===== src/rtl/muldiv_unit_if.sv =====
// muldiv_unit_if: request/response bundle between the execute stage and the iterative RV32M unit
//   master (datapath): drives start_i, op_i, a_i, b_i; observes busy_o, done_o, result_o
//   slave  (muldiv_unit): the reverse
interface muldiv_unit_if #(parameter int DATA_WIDTH = 32);
  logic                  start_i;
  logic [2:0]            op_i;
  logic [DATA_WIDTH-1:0] a_i;
  logic [DATA_WIDTH-1:0] b_i;
  logic                  busy_o;
  logic                  done_o;
  logic [DATA_WIDTH-1:0] result_o;
  modport master (output start_i, op_i, a_i, b_i, input busy_o, done_o, result_o);
  modport slave (input start_i, op_i, a_i, b_i, output busy_o, done_o, result_o);
endinterface


===== src/rtl/muldiv_unit.sv =====
// muldiv_unit: iterative RV32M multiply/divide, 32 radix-2 steps, one-cycle done pulse
//   clk   : rising-edge clock
//   reset : asynchronous active-high reset
//   bus   : muldiv_unit_if.slave (start_i/op_i/a_i/b_i in, busy_o/done_o/result_o out)
//   MULDIV_FAST_SPECIAL_EN : when defined, divide-by-zero and signed overflow finish without CALC
module muldiv_unit #(
  parameter int DATA_WIDTH = 32
) (
  input logic           clk,
  input logic           reset,
  muldiv_unit_if.slave  bus
);
  localparam int W = DATA_WIDTH;
  typedef enum logic [1:0] {IDLE, CALC, DONE} state_t;
  state_t           state_q;
  logic [4:0]       count_q;
  logic [2:0]       op_q;
  logic             neg_q;
  logic [W-1:0]     m_q;
  logic [2*W-1:0]   acc_q;
  logic [W-1:0]     result_q;
  logic             busy_q;
  logic             done_q;
  logic             sa, sb, dz, neg;
  logic [W-1:0]     am, bm;
  logic [W:0]       msum, shl, dif;
  logic             ge;
  logic [2*W-1:0]   mul_d, div_d, acc_d, prod;
  logic [W-1:0]     quo, rem, result_d;
  // Signed interpretation per funct3: MULH/DIV/REM both, MULHSU only rs1.
  always_comb begin
    sa = bus.a_i[W-1] & (bus.op_i == 3'b001 || bus.op_i == 3'b010 || bus.op_i == 3'b100 || bus.op_i == 3'b110);
    sb = bus.b_i[W-1] & (bus.op_i == 3'b001 || bus.op_i == 3'b100 || bus.op_i == 3'b110);
    am = sa ? -bus.a_i : bus.a_i;
    bm = sb ? -bus.b_i : bus.b_i;
    dz = ~|bus.b_i;
    // Quotient of a divide by zero must stay all-ones, so its sign is suppressed.
    neg = bus.op_i[2] ? (bus.op_i[1] ? sa : (sa ^ sb) & ~dz) : (sa ^ sb);
  end
  // acc_q holds {hi, lo}: multiply shifts the multiplier out of lo while adding into hi;
  // divide shifts the dividend out of lo into the partial remainder in hi and quotient bits into lo.
  always_comb begin
    msum = {1'b0, acc_q[2*W-1:W]} + (acc_q[0] ? {1'b0, m_q} : '0);
    mul_d = {msum, acc_q[W-1:1]};
    shl = {acc_q[2*W-1:W], acc_q[W-1]};
    dif = shl - {1'b0, m_q};
    ge = ~dif[W];
    div_d = {ge ? dif[W-1:0] : shl[W-1:0], acc_q[W-2:0], ge};
    acc_d = op_q[2] ? div_d : mul_d;
    prod = neg_q ? -acc_d : acc_d;
    quo = neg_q ? -acc_d[W-1:0] : acc_d[W-1:0];
    rem = neg_q ? -acc_d[2*W-1:W] : acc_d[2*W-1:W];
    result_d = op_q[2] ? (op_q[1] ? rem : quo) : (op_q[1:0] == 2'b00 ? prod[W-1:0] : prod[2*W-1:W]);
  end
`ifdef MULDIV_FAST_SPECIAL_EN
  logic         special;
  logic [W-1:0] spec_res;
  always_comb begin
    special = bus.op_i[2] & (dz | (~bus.op_i[0] & (bus.a_i == {1'b1, {(W-1){1'b0}}}) & (&bus.b_i)));
    spec_res = dz ? (bus.op_i[1] ? bus.a_i : '1) : (bus.op_i[1] ? '0 : {1'b1, {(W-1){1'b0}}});
  end
`endif
  always_ff @(posedge clk or posedge reset) begin
    if (reset) begin
      state_q  <= IDLE;
      count_q  <= '0;
      op_q     <= '0;
      neg_q    <= 1'b0;
      m_q      <= '0;
      acc_q    <= '0;
      result_q <= '0;
      busy_q   <= 1'b0;
      done_q   <= 1'b0;
    end else begin
      case (state_q)
        IDLE: if (bus.start_i) begin
          op_q    <= bus.op_i;
          neg_q   <= neg;
          m_q     <= bus.op_i[2] ? bm : am;
          acc_q   <= {{W{1'b0}}, bus.op_i[2] ? am : bm};
          count_q <= '0;
`ifdef MULDIV_FAST_SPECIAL_EN
          if (special) begin
            state_q  <= DONE;
            done_q   <= 1'b1;
            result_q <= spec_res;
          end else begin
            state_q <= CALC;
            busy_q  <= 1'b1;
          end
`else
          state_q <= CALC;
          busy_q  <= 1'b1;
`endif
        end
        CALC: begin
          acc_q   <= acc_d;
          count_q <= count_q + 5'd1;
          if (count_q == 5'd31) begin
            state_q  <= DONE;
            busy_q   <= 1'b0;
            done_q   <= 1'b1;
            result_q <= result_d;
          end
        end
        DONE: begin
          done_q  <= 1'b0;
          state_q <= IDLE;
        end
        default: state_q <= IDLE;
      endcase
    end
  end
  assign bus.busy_o   = busy_q;
  assign bus.done_o   = done_q;
  assign bus.result_o = result_q;
endmodule

===== src/flat_wrapper.sv =====
// flat-port wrapper written by rule: the top's interface ports become plain ports
module muldiv_unit_flat 
#(
  parameter int DATA_WIDTH = 32
)
  (clk, reset, bus_start_i, bus_op_i, bus_a_i, bus_b_i, bus_busy_o, bus_done_o, bus_result_o);
  muldiv_unit_if #(.DATA_WIDTH(DATA_WIDTH)) bus_i ();
  input logic clk;
  input logic reset;
  input wire logic [$bits(bus_i.start_i)-1:0] bus_start_i;
  input wire logic [$bits(bus_i.op_i)-1:0] bus_op_i;
  input wire logic [$bits(bus_i.a_i)-1:0] bus_a_i;
  input wire logic [$bits(bus_i.b_i)-1:0] bus_b_i;
  output wire logic [$bits(bus_i.busy_o)-1:0] bus_busy_o;
  output wire logic [$bits(bus_i.done_o)-1:0] bus_done_o;
  output wire logic [$bits(bus_i.result_o)-1:0] bus_result_o;
  assign bus_i.start_i = bus_start_i;
  assign bus_i.op_i = bus_op_i;
  assign bus_i.a_i = bus_a_i;
  assign bus_i.b_i = bus_b_i;
  assign bus_busy_o = bus_i.busy_o;
  assign bus_done_o = bus_i.done_o;
  assign bus_result_o = bus_i.result_o;
  muldiv_unit #(.DATA_WIDTH(DATA_WIDTH)) u_core (.clk(clk), .reset(reset), .bus(bus_i));
endmodule

===== config.mk =====
export PLATFORM = sky130hd
export DESIGN_NAME = muldiv_unit_flat
export DESIGN_NICKNAME = d
export VERILOG_FILES = /design/src/rtl/muldiv_unit_if.sv /design/src/rtl/muldiv_unit.sv /design/src/flat_wrapper.sv
export SDC_FILE = /design/constraint.sdc
export NUM_CORES = 1
export LEC_CHECK = 0
export CAP_MARGIN = 20
export CORE_MARGIN = 4
export CORE_UTILIZATION = 25
export CTS_BUF_LIST = sky130_fd_sc_hd__clkbuf_8
export CTS_CLUSTER_SIZE = 20
export DETAILED_ROUTE_END_ITERATION = 8
export RECOVER_POWER = 25
export SETUP_SLACK_MARGIN = 0.15
export SLEW_MARGIN = 25
export SYNTH_ARGS = -nofsm -noshare
export SYNTH_HDL_FRONTEND = slang
export SYNTH_SLANG_ARGS = --single-unit

===== constraint.sdc =====
create_clock -name clk -period 6.86 [get_ports clk]
set_input_delay 2.058 -clock clk [delete_from_list [all_inputs] [get_ports clk]]
set_output_delay 2.058 -clock clk [all_outputs]
set_load 0.005 [all_outputs]

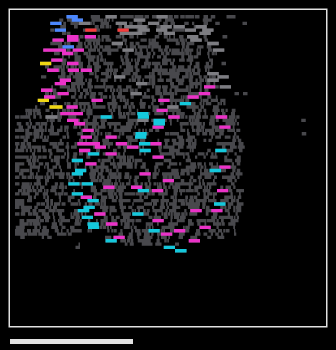
*Sequential cells grouped by signal name, run 1*
Bar = 100 um. Other sequential cells in the stronger gray, the rest of the logic in the fainter gray.
legend:
  u_core.m_q:
    color: cyan
    flops: 32
  u_core.count_q:
    color: blue
    flops: 5
    where: upper left
  u_core.acc_q:
    color: magenta
    flops: 64
  u_core.state_q:
    color: red
    flops: 2
  u_core.op_q:
    color: yellow
    flops: 3

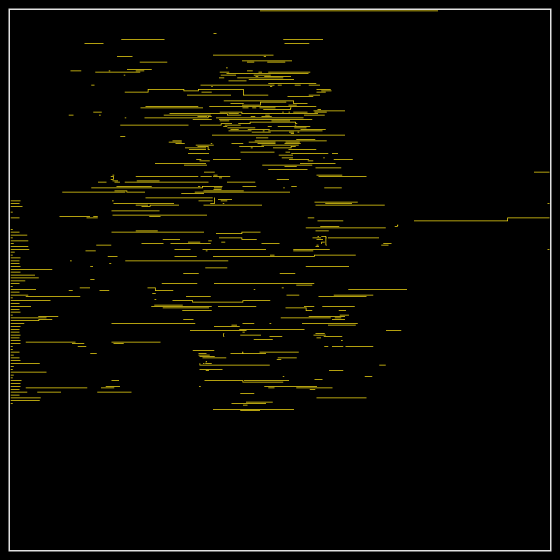
*Met3 routing, run 1*
longest straight run: 84.4 um
nets with wire on the layer: 292
share of all routed wire: 7.8%
main direction: horizontal

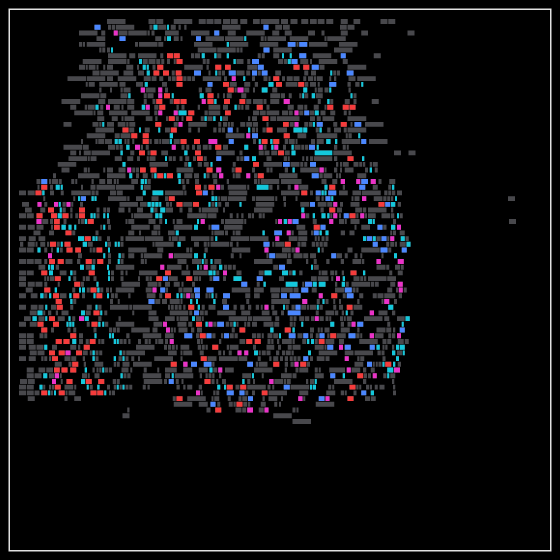
*Selected gate families, run 1*
legend:
  NOR gates:
    color: cyan
    cells: 291
  AND and OR gates:
    color: magenta
    cells: 95
  AND-OR and OR-AND gates:
    color: blue
    cells: 107
  XOR/XNOR gates:
    color: red
    cells: 170

==> flow_metrics.py, run 1 <==
# Synthesis and PnR figures
metrics = {
    "synth": {
        "ys_ff": 141,
        "yosys_warnings": 0,
        "synth.avg_cell_area_sq_um": 7.53,
        "top_area_share_pct": 22.7,
        "synth_cell_type_count": 110,
        "synth_top_flop_cell": "dfrtp_1",
        "most_common_cell": "nand2_1",
        "async_flop_share_pct": 100,
        "yosys.area.top_type": "dfrtp_1",
        "postSynthSeqShare_pct": 22.7,
    },
    "grt": {
        "grt-ovfl-total": 0,
        "grt_pass1_vias": 14800,
        "grt_pass1_wl_um": 91400,
        "antenna_found_initial": 4,
        "track_usage_pct": 17.4,
    },
    "sta": {
        "slew_viol_final": 120,
        "tightestPinTransition_ns": 3.38,
        "period_needed_ns": 6.12,
        "fin_tns_setup_ns": 0,
        "relSlewSlack_pct": -125,
        "hold_viol_final": 0,
        "fmax_ghz": 0.163,
        "finalSetupViolCount": 0,
        "period_used_pct": 89.2,
    },
    "floorplan": {
        "num_rows": 91,
        "io_pins": 104,
        "dieArea_sq_um": 66100,
        "die_x_um": 257,
        "fp-utilization_pct": 25.2,
    },
    "clocking": {
        "h-tree-depth": 4,
        "worstSkewPairLatency_ns": 0.49,
        "cts_buffers": 17,
        "cts_root_buffer": "clkbuf_8",
        "cts_repair_resize_count": 0,
        "post_cts.repair.setup_buffers": 0,
    },
    "detailed_routing": {
        "vias": 16200,
        "drc": 0,
        "dr.pass1.iters": 8,
        "avgViaCountPerCell": 5.50,
        "ant_nets": 0,
        "drt-total-wl_um": 59500,
    },
    "cells_and_area": {
        "final_common_cell": "nand2_1",
        "area_delta_synth_final_pct": 14.0,
        "mostFrequentLayoutCells": "nand2_1 (246), a21oi_1 (187), o21ai_0 (180)",
        "num-nets-final": 2232,
        "layout-drive-gt1-share_pct": 6.32,
    },
    "place": {
        "numPortBuffers": 103,
        "place_area_sq_um": 17300,
        "gp_congestion": 0.990,
        "dpl.hpwl_um": 46200,
    },
    "setup_path": {
        "r2r_cells": 21,
        "critPathCaptureType": "flip-flop",
        "worstPathMaxFanout": 13,
        "worstSetupPathType": "reg2reg",
        "cp.required_ns": 7.23,
        "regToRegStartpoint": "u_core.acc_q[31]",
    },
    "hold_path": {
        "worstHoldPathType": "reg2reg",
        "min_from": "u_core.bus.busy_o",
        "holdPathStages": 2,
        "hold_end": "u_core.bus.busy_o",
    },
    "outcome": {
        "violations": "capacitance limit, slew limit",
        "status": "finished, violations left",
    },
    "flow_run": {
        "drv_cap": 2,
    },
}
-- run 1: sequential cells by signal (all words and copies together) (netlist names) --
| signal | flops |
|---|---|
| u_core.bus.result_o | 32 |
| u_core.bus.done_o | 1 |
| u_core.neg_q | 1 |
| u_core.state_q | 2 |
| u_core.bus.busy_o | 1 |
| u_core.op_q | 3 |
| u_core.count_q | 5 |
| u_core.acc_q | 64 |
| u_core.m_q | 32 |
-- run 1: cell type report --
cell class | instances | area (sq um) | share of cell area (%)
tap | 837 | 1050 | 5.92
multi-input combinational | 1733 | 11200 | 63.4
sequential | 141 | 3530 | 20.0
clock buffer | 17 | 234 | 1.32
antenna | 1 | 2.50 | 0.0141
inverter | 66 | 248 | 1.40
clock inverter | 15 | 171 | 0.969
timing repair buffer | 131 | 1230 | 6.97
-- run 1: worst max-delay path by stage --
stage | startpoint | cells past startpoint | endpoint | slack [ns]
2_1_floorplan | reset | 1 | u_core.acc_q[0] | 1.02
3_3_place_gp | u_core.acc_q[31] | 21 | u_core.bus.result_o[18] | 1.02
3_5_place_dp | u_core.acc_q[31] | 21 | u_core.bus.result_o[18] | 0.86
4_1_cts | u_core.acc_q[31] | 21 | u_core.bus.result_o[18] | 0.84
5_1_grt | u_core.acc_q[52] | 19 | u_core.bus.result_o[18] | 0.40
6_report | u_core.acc_q[31] | 21 | u_core.bus.result_o[18] | 0.74
-- run 1: critical path: stages, from the launching register on --
cell	delay, ns
dfrtp_1	0.47
inv_1	0.08
ha_1	0.23
fa_1	0.39
nand2b_1	0.19
a21oi_1	0.25
o211a_1	0.32
o211a_4	0.26
o21a_4	0.24
nor3_2	0.12
nor2_1	0.29
ha_1	0.31
nor4b_2	0.32
o211ai_1	0.19
or4_1	0.59
or2_1	0.33
nor2_4	0.24
a31oi_2	0.21
nor2_2	0.28
xnor2_1	0.09
mux2_2	0.26
a221o_1	0.31
-- run 1: layer usage --
layer,vias to the layer above,routed length (um),global-route usage [%]
met5,-,9,0
met4,2,2640,7.02
met3,112,4620,2.71
met2,725,25400,26.4
met1,7691,26900,24.7
li1,7631,-,-
-- run 1: logic make-up (layout without fill, tap and decap cells) --
kind of cell    count (synthesis)  count (layout)  share of synthesized area (%)
fa+ha+maj                      72              72                           5.91
buf+inv                       186             229                           5.06
xor+xnor                      170             170                           9.60
flops                         141             141                           22.7
other cells                     0               1                              0
mux                            53              53                           3.69
compound gates                702             702                           30.0
simple gates                  736             736                           23.0
-- run 1: per-stage QoR --
stage / setup slack, ns / utilization [%]
3_5_place_dp: 0.859 / 28.1
5_1_grt: 0.397 / 28.7
4_1_cts: 0.840 / 28.7
3_3_place_gp: 1.02 / 28.1
6_report: 0.743 / 28.7
2_1_floorplan: 1.02 / -
--- run 2 (diff from run 1) ---
--- a/config.mk
+++ b/config.mk
@@ -7,11 +7,13 @@
 export LEC_CHECK = 0
 export CAP_MARGIN = 20
 export CORE_MARGIN = 4
-export CORE_UTILIZATION = 25
+export CORE_UTILIZATION = 60
 export CTS_BUF_LIST = sky130_fd_sc_hd__clkbuf_8
 export CTS_CLUSTER_SIZE = 20
 export DETAILED_ROUTE_END_ITERATION = 8
+export PLACE_DENSITY = 0.81
 export RECOVER_POWER = 25
+export REMOVE_ABC_BUFFERS = 1
 export SETUP_SLACK_MARGIN = 0.15
 export SLEW_MARGIN = 25
 export SYNTH_ARGS = -nofsm -noshare
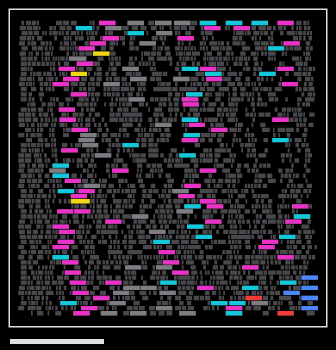
*Sequential cells grouped by signal name, run 2*
Bar = 50 um. Other sequential cells in the stronger gray, the rest of the logic in the fainter gray.
legend:
  u_core.op_q:
    color: yellow
    flops: 3
  u_core.state_q:
    color: red
    flops: 2
  u_core.acc_q:
    color: magenta
    flops: 64
    where: all over the die
  u_core.m_q:
    color: cyan
    flops: 32
    where: all over the die
  u_core.count_q:
    color: blue
    flops: 5
    where: lower right
not colored: 35

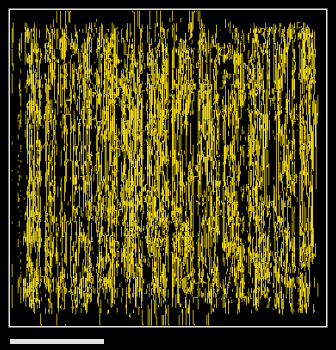
*M2 wires, run 2*
Bar = 50 um.
longest straight run: 63.6 um
wire length on this layer: 23.9 mm
routed vias: 16600
grt met2 use: 57.7%
final WL: 54700 um

==> run 2 against run 1 <==
Net effect:
- the flow still finishes with violations (capacitance limit, slew limit)
- synthesized cell count unchanged
- critical path depth unchanged
- count of clock-buffer cells in the layout unchanged
- global-route usage up 20 points
- area after synthesis unchanged
- first-iteration DRC count down 13%
- clock skew up 0.0077 ns
- utilization up 39 points
- critical endpoint unchanged
- largest cell class unchanged
==> flow_metrics.py, run 2 <==
# Synthesis and PnR figures
metrics = {
    "outcome": {
        "status": "finished, violations left",
        "violations": "capacitance limit, slew limit",
    },
    "synth": {
        "area_leaders": "dfrtp_1 (23%), a21oi_1 (6.0%), nand2_1 (6.0%)",
        "synth_area_sq_um": 15500,
        "synth_top_flop_cell": "dfrtp_1",
        "synth.avg_cell_area_sq_um": 7.53,
        "synth_cell_type_count": 110,
        "ys_cells": 2060,
        "top_area_share_pct": 22.7,
        "yosys_warnings": 0,
        "synth_cells": 2060,
        "postSynthSeqShare_pct": 22.7,
        "most_common_cell": "nand2_1",
        "synth_chip_area_sq_um": 15500,
        "yosys.area.top_type": "dfrtp_1",
        "async_flop_share_pct": 100,
        "common_cells": "nand2_1 (247), a21oi_1 (187), o21ai_0 (180)",
        "edf_count": 0,
        "ys_ff": 141,
    },
    "setup_path": {
        "critPathCaptureType": "flip-flop",
        "crit_arrival_ns": 6.42,
        "critPathMaxStageDelay_ns": 0.59,
        "path_cells": "inv_1 > ha_1 > fa_1 > nand2b_1 > a21oi_1 > o211a_1 > o211a_4 > o21a_4 > nor3_2 > nor2_1 > ha_1 > nor4b_2 > o211ai_1 > or4_1 > or2_1 > nor2_4 > a31oi_2 > nor2_2 > xnor2_1 > mux2_2 > a221o_1",
        "regToRegStartpoint": "u_core.acc_q[31]",
        "cpLargestDelayFamily": "simple AND/OR/NAND/NOR gates",
        "cp.buffers_inverters": 1,
        "r2r_cells": 21,
        "cp.required_ns": 7.23,
        "cp-start-kind": "flip-flop",
        "crit_top_cell": "ha_1",
        "cpMaxStageDelayCell": "or4_1",
        "r2r-end": "u_core.bus.result_o[18]",
        "worstSetupPathType": "reg2reg",
        "worstPathMaxFanout": 13,
        "r2r_setup_slack_ns": 0.81,
    },
    "grt": {
        "grt_max_degree": 87,
        "antenna_found_initial": 0,
        "grt-ovfl-total": 0,
        "track_usage_pct": 37.1,
        "grt_pass1_wl_um": 84400,
        "grt_pass1_vias": 15400,
    },
    "detailed_routing": {
        "avgViaCountPerCell": 6.80,
        "ant_nets": 0,
        "dr.pass1.iters": 6,
        "drc": 0,
        "detailedRoute.firstIterationViolations": 1797,
        "wl_per_cell_um": 22.5,
    },
    "cells_and_area": {
        "final_common_cell": "nand2_1",
        "mostFrequentLayoutCells": "nand2_1 (247), a21oi_1 (187), o21ai_0 (180)",
        "largest_reg_flops": 64,
        "area_delta_synth_final_pct": 10.1,
        "layout-drive-gt1-share_pct": 6.51,
        "fin_cells": 2435,
        "num-nets-final": 2233,
        "largest_register": "u_core.acc_q",
    },
    "floorplan": {
        "fp-utilization_pct": 61.2,
        "dieArea_sq_um": 28500,
        "core_area_sq_um": 25300,
        "io_pins": 104,
        "die_y_um": 169,
        "num_rows": 58,
        "die_x_um": 169,
    },
    "sta": {
        "fin_ws_ns": 0.811,
        "finalSetupViolCount": 0,
        "tightestPinTransition_ns": 2.48,
        "rsz0062_at_grt": "no",
        "hold_slack_ns": 0.489,
        "fin_tns_setup_ns": 0,
        "relSlewSlack_pct": -66.5,
        "hold_viol_final": 0,
        "period_needed_ns": 6.05,
        "fmax_ghz": 0.165,
        "fin_skew_ns": 0.0251,
        "period_used_pct": 88.2,
        "slew_viol_final": 111,
    },
    "clocking": {
        "cts_tree": "yes",
        "h-tree-depth": 4,
        "cts_root_buffer": "clkbuf_8",
        "cts.sinks": 141,
        "cts_buffers": 17,
        "cts_repair_resize_count": 0,
        "path_clk_slew_ns": 0.10,
        "cts_max_path_buffers": 2,
        "holdBufCountCts": 0,
        "worstSkewPairLatency_ns": 0.49,
        "post_cts.repair.setup_buffers": 0,
    },
    "hold_path": {
        "holdPathStages": 1,
        "min_from": "u_core.bus.result_o[6]",
        "worstHoldPathType": "reg2reg",
        "hold_end": "u_core.bus.result_o[6]",
    },
    "place": {
        "numPortBuffers": 103,
        "dpl.hpwl_um": 41300,
        "gp_congestion": 0.999,
        "pre_cts_ws_ns": 0.957,
        "dp_cells": 2402,
    },
    "flow_run": {
        "tool_warnings": 25,
        "drv_cap": 2,
    },
}
-- run 2: cell counts after synthesis --
No cell type changed its count.
-- run 2: kinds of logic (layout without fill, tap and decap cells) --
logic type,Yosys count,after routing,synth area share (%)
xor gates and xnor gates,170,170,9.60
buffers and inverters,186,230,5.06
AOI/OAI and AO/OA,702,702,30.0
other,0,1,0
adders and majority gates,72,72,5.91
DFF,141,141,22.7
muxes,53,53,3.69
and+or+nand+nor,736,736,23.0
-- run 2: area by class of cell --
| class | count | area (sq um) |
|---|---|---|
| flip-flops and latches | 141 | 3530 |
| clock inverters | 15 | 195 |
| diodes | 1 | 2.50 |
| multi-input cells | 1733 | 11200 |
| inverters | 66 | 249 |
| well taps | 330 | 413 |
| fillers | 2230 | 8240 |
| repair buffers | 132 | 1240 |
| clock buffers | 17 | 234 |
-- run 2: how the worst max path moves through the flow --
stage | start | endpoint | slack [ns] | depth (start not counted)
final | u_core.acc_q[31] | u_core.bus.result_o[18] | 0.81 | 21
after global routing | u_core.acc_q[31] | u_core.bus.result_o[18] | 0.49 | 21
after CTS | u_core.acc_q[31] | u_core.bus.result_o[18] | 0.91 | 21
after detailed placement | u_core.acc_q[31] | u_core.bus.result_o[18] | 0.96 | 21
after global placement | u_core.acc_q[31] | u_core.bus.result_o[18] | 1.11 | 21
after floorplan | u_core.op_q[2] | u_core.bus.result_o[29] | -0.55 | 13
-- run 2: per-stage QoR --
step / utilization [%] / cell area [sq um]
6_report: 67.5 / 17100
5_1_grt: 67.4 / 17100
4_1_cts: 67.5 / 17100
3_5_place_dp: 65.8 / 16700
3_3_place_gp: 65.8 / 16700
2_1_floorplan: - / 15000
-- run 2: worst reg2reg max path: cells and delay by family, from the launching register on --
family / cells / cell delay (ns)
buffers and inverters: 1 / 0.10
flip-flops: 1 / 0.48
XOR/XNOR: 1 / 0.10
AND/OR/NAND/NOR: 8 / 2.27
multiplexers: 1 / 0.27
adder cells (fa/ha/maj): 3 / 0.95
AND-OR/OR-AND: 7 / 1.79
-- run 2: layer usage --
| metal | global-route usage [%] | wire length, um | vias to the layer above |
|---|---|---|---|
| li1 | - | - | 7619 |
| met1 | 50.9 | 23000 | 7865 |
| met2 | 57.7 | 23900 | 907 |
| met3 | 8.13 | 5810 | 168 |
| met4 | 13.5 | 1970 | 0 |
| met5 | 0 | 0 | - |
--- run 3 (diff from run 2) ---
--- a/config.mk
+++ b/config.mk
@@ -5,7 +5,7 @@
 export SDC_FILE = /design/constraint.sdc
 export NUM_CORES = 1
 export LEC_CHECK = 0
-export CAP_MARGIN = 20
+export CAP_MARGIN = 15
 export CORE_MARGIN = 4
 export CORE_UTILIZATION = 60
 export CTS_BUF_LIST = sky130_fd_sc_hd__clkbuf_8
@@ -15,6 +15,7 @@
 export RECOVER_POWER = 25
 export REMOVE_ABC_BUFFERS = 1
 export SETUP_SLACK_MARGIN = 0.15
+export SKIP_CTS_REPAIR_TIMING = 1
 export SLEW_MARGIN = 25
 export SYNTH_ARGS = -nofsm -noshare
 export SYNTH_HDL_FRONTEND = slang
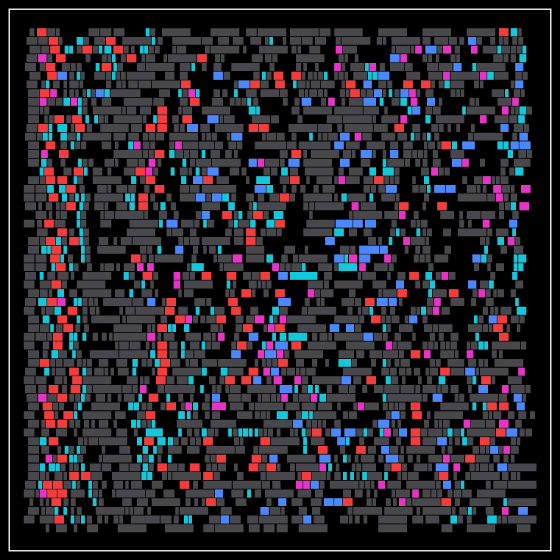
*Selected gate families, run 3*
Comb area share: 65.7%
fin cells: 2435

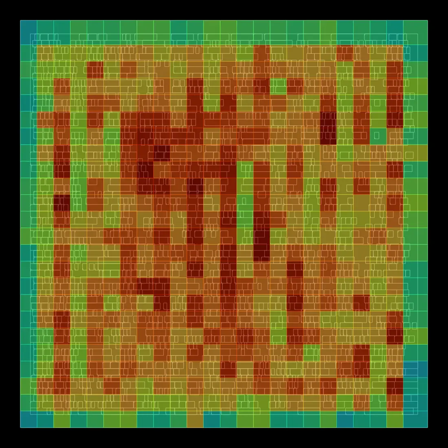
*Routing congestion, run 3*
Final Util: 67.5%
routed length per instance: 22.5 um
GRT busiest layer: met2
GRT Resource Usage Total: 37.1%

==> run 3 against run 2 <==
Net effect:
- the flow still finishes with violations (capacitance limit, slew limit)
- count of clock-buffer cells in the layout unchanged
- register-to-register slack is essentially flat
- utilization unchanged
- die size unchanged
- sequential share of layout area is the same
- global-route usage stayed put
- synthesized cell count unchanged
- wire length is the same
- area after synthesis did not move
- flip-flop count unchanged
- maximum frequency unchanged
- critical endpoint unchanged
- largest cell class unchanged
==> flow_metrics.py, run 3 <==
# Synthesis and PnR figures
metrics = {
    "synth": {
        "area_leaders": "dfrtp_1 (23%), a21oi_1 (6.0%), nand2_1 (6.0%)",
        "async_flop_share_pct": 100,
        "synth_area_sq_um": 15500,
        "synth_cell_type_count": 110,
        "ys_ff": 141,
        "ys_cells": 2060,
        "common_cells": "nand2_1 (247), a21oi_1 (187), o21ai_0 (180)",
        "aoi_share_pct": 30.0,
        "synth_top_flop_cell": "dfrtp_1",
        "postSynthSeqShare_pct": 22.7,
        "synth.avg_cell_area_sq_um": 7.53,
        "most_common_cell": "nand2_1",
        "edf_count": 0,
        "yosys_warnings": 0,
        "yosys.area.top_type": "dfrtp_1",
        "synth_chip_area_sq_um": 15500,
        "ys_sh_simple_pct": 23.0,
        "top_area_share_pct": 22.7,
        "ys_sh_mux_pct": 3.69,
        "logic_family": "AND-OR/OR-AND gates",
        "ys_sh_adder_pct": 5.91,
        "synth-xor-area-share_pct": 9.60,
        "synth_cells": 2060,
    },
    "setup_path": {
        "cp.required_ns": 7.23,
        "worstSetupPathType": "reg2reg",
        "worstPathMaxFanout": 13,
        "critPathMaxStageDelay_ns": 0.59,
        "crit_top_cell": "ha_1",
        "path_cells": "inv_1 > ha_1 > fa_1 > nand2b_1 > a21oi_1 > o211a_1 > o211a_4 > o21a_4 > nor3_2 > nor2_1 > ha_1 > nor4b_2 > o211ai_1 > or4_1 > or2_1 > nor2_4 > a31oi_2 > nor2_2 > xnor2_1 > mux2_2 > a221o_1",
        "cp.buffers_inverters": 1,
        "cp-start-kind": "flip-flop",
        "critPathCaptureType": "flip-flop",
        "cpMaxStageDelayCell": "or4_1",
        "crit_arrival_ns": 6.42,
        "cpLargestDelayFamily": "simple AND/OR/NAND/NOR gates",
    },
    "place": {
        "dpl.hpwl_um": 41300,
        "dp_cells": 2402,
        "gp_congestion": 0.999,
        "numPortBuffers": 103,
        "pre_cts_ws_ns": 0.957,
    },
    "grt": {
        "grt_max_degree": 87,
        "grt_util_met2_pct": 57.7,
        "antenna_found_initial": 0,
        "grt-ovfl-total": 0,
        "grt_use_met1_pct": 50.9,
        "grt_pass1_wl_um": 84400,
        "grt_pass1_vias": 15400,
        "grtUsageMet3_pct": 8.13,
    },
    "floorplan": {
        "core_area_sq_um": 25300,
        "die_y_um": 169,
        "dieArea_sq_um": 28500,
        "fp-utilization_pct": 61.2,
        "io_pins": 104,
        "die_x_um": 169,
        "num_rows": 58,
    },
    "sta": {
        "fmax_ghz": 0.165,
        "slew_viol_final": 111,
        "relSlewSlack_pct": -66.5,
        "fin_ws_ns": 0.811,
        "fin_skew_ns": 0.0251,
        "tightestPinTransition_ns": 2.48,
        "period_needed_ns": 6.05,
        "rsz0062_at_grt": "no",
        "hold_viol_final": 0,
        "finalSetupViolCount": 0,
        "hold_slack_ns": 0.489,
        "period_used_pct": 88.2,
    },
    "clocking": {
        "path_clk_slew_ns": 0.10,
        "cts.sinks": 141,
        "cts_root_buffer": "clkbuf_8",
        "cts_tree": "yes",
        "worstSkewPairLatency_ns": 0.49,
        "cts_buffers": 17,
        "h-tree-depth": 4,
        "cts_max_path_buffers": 2,
    },
    "detailed_routing": {
        "vias": 16600,
        "detailedRoute.firstIterationViolations": 1797,
        "ant_nets": 0,
        "drc": 0,
        "dr.pass1.iters": 6,
        "avgViaCountPerCell": 6.80,
        "drt-total-wl_um": 54700,
    },
    "cells_and_area": {
        "area_delta_synth_final_pct": 10.1,
        "final_common_cell": "nand2_1",
        "num-nets-final": 2233,
        "largest_reg_flops": 64,
        "layout-drive-gt1-share_pct": 6.51,
        "largest_register": "u_core.acc_q",
        "mostFrequentLayoutCells": "nand2_1 (247), a21oi_1 (187), o21ai_0 (180)",
        "nFillCells": 2230,
    },
    "outcome": {
        "violations": "capacitance limit, slew limit",
        "status": "finished, violations left",
    },
    "flow_run": {
        "tool_warnings": 25,
        "drv_cap": 2,
    },
    "hold_path": {
        "worstHoldPathType": "reg2reg",
    },
}
-- run 3: per-layer routing --
metal	routed length, um	vias up
met5	0	-
met4	1970	0
met3	5810	168
met2	23900	907
met1	23000	7865
li1	-	7619
-- run 3: final cells by class --
class / instances / area (sq um) / share of cell area, %
diodes: 1 / 2.50 / 0.0146
flip-flops and latches: 141 / 3530 / 20.7
repair buffers: 132 / 1240 / 7.27
multi-input cells: 1733 / 11200 / 65.7
clock buffers: 17 / 234 / 1.37
clock inverters: 15 / 195 / 1.14
inverters: 66 / 249 / 1.46
well taps: 330 / 413 / 2.42
-- run 3: per-stage QoR --
stage	setup TNS [ns]	area (sq um)	util [%]
5_1_grt	0	17100	67.4
2_1_floorplan	-5.10	15000	-
3_3_place_gp	0	16700	65.8
3_5_place_dp	0	16700	65.8
6_report	0	17100	67.5
4_1_cts	0	17100	67.5
-- run 3: path summary, 6_finish.rpt --
path / start / end / slack [ns] / cells past startpoint
max: u_core.acc_q[31] / u_core.bus.result_o[18] / 0.81 / 21
min: u_core.bus.result_o[6] / u_core.bus.result_o[6] / 0.49 / 1
min in group asynchronous: reset / u_core.acc_q[2] / 2.69 / 2
max in group asynchronous: reset / u_core.op_q[2] / 2.06 / 3
min reg2reg: u_core.bus.result_o[6] / u_core.bus.result_o[6] / 0.49 / 1
max reg2reg: u_core.acc_q[31] / u_core.bus.result_o[18] / 0.81 / 21
-- run 3: logic make-up after synthesis --
kind of cell / after synthesis
fa+ha+maj: 72
compound gates: 702
simple gates: 736
xor+xnor: 170
mux: 53
flops: 141
buf+inv: 186
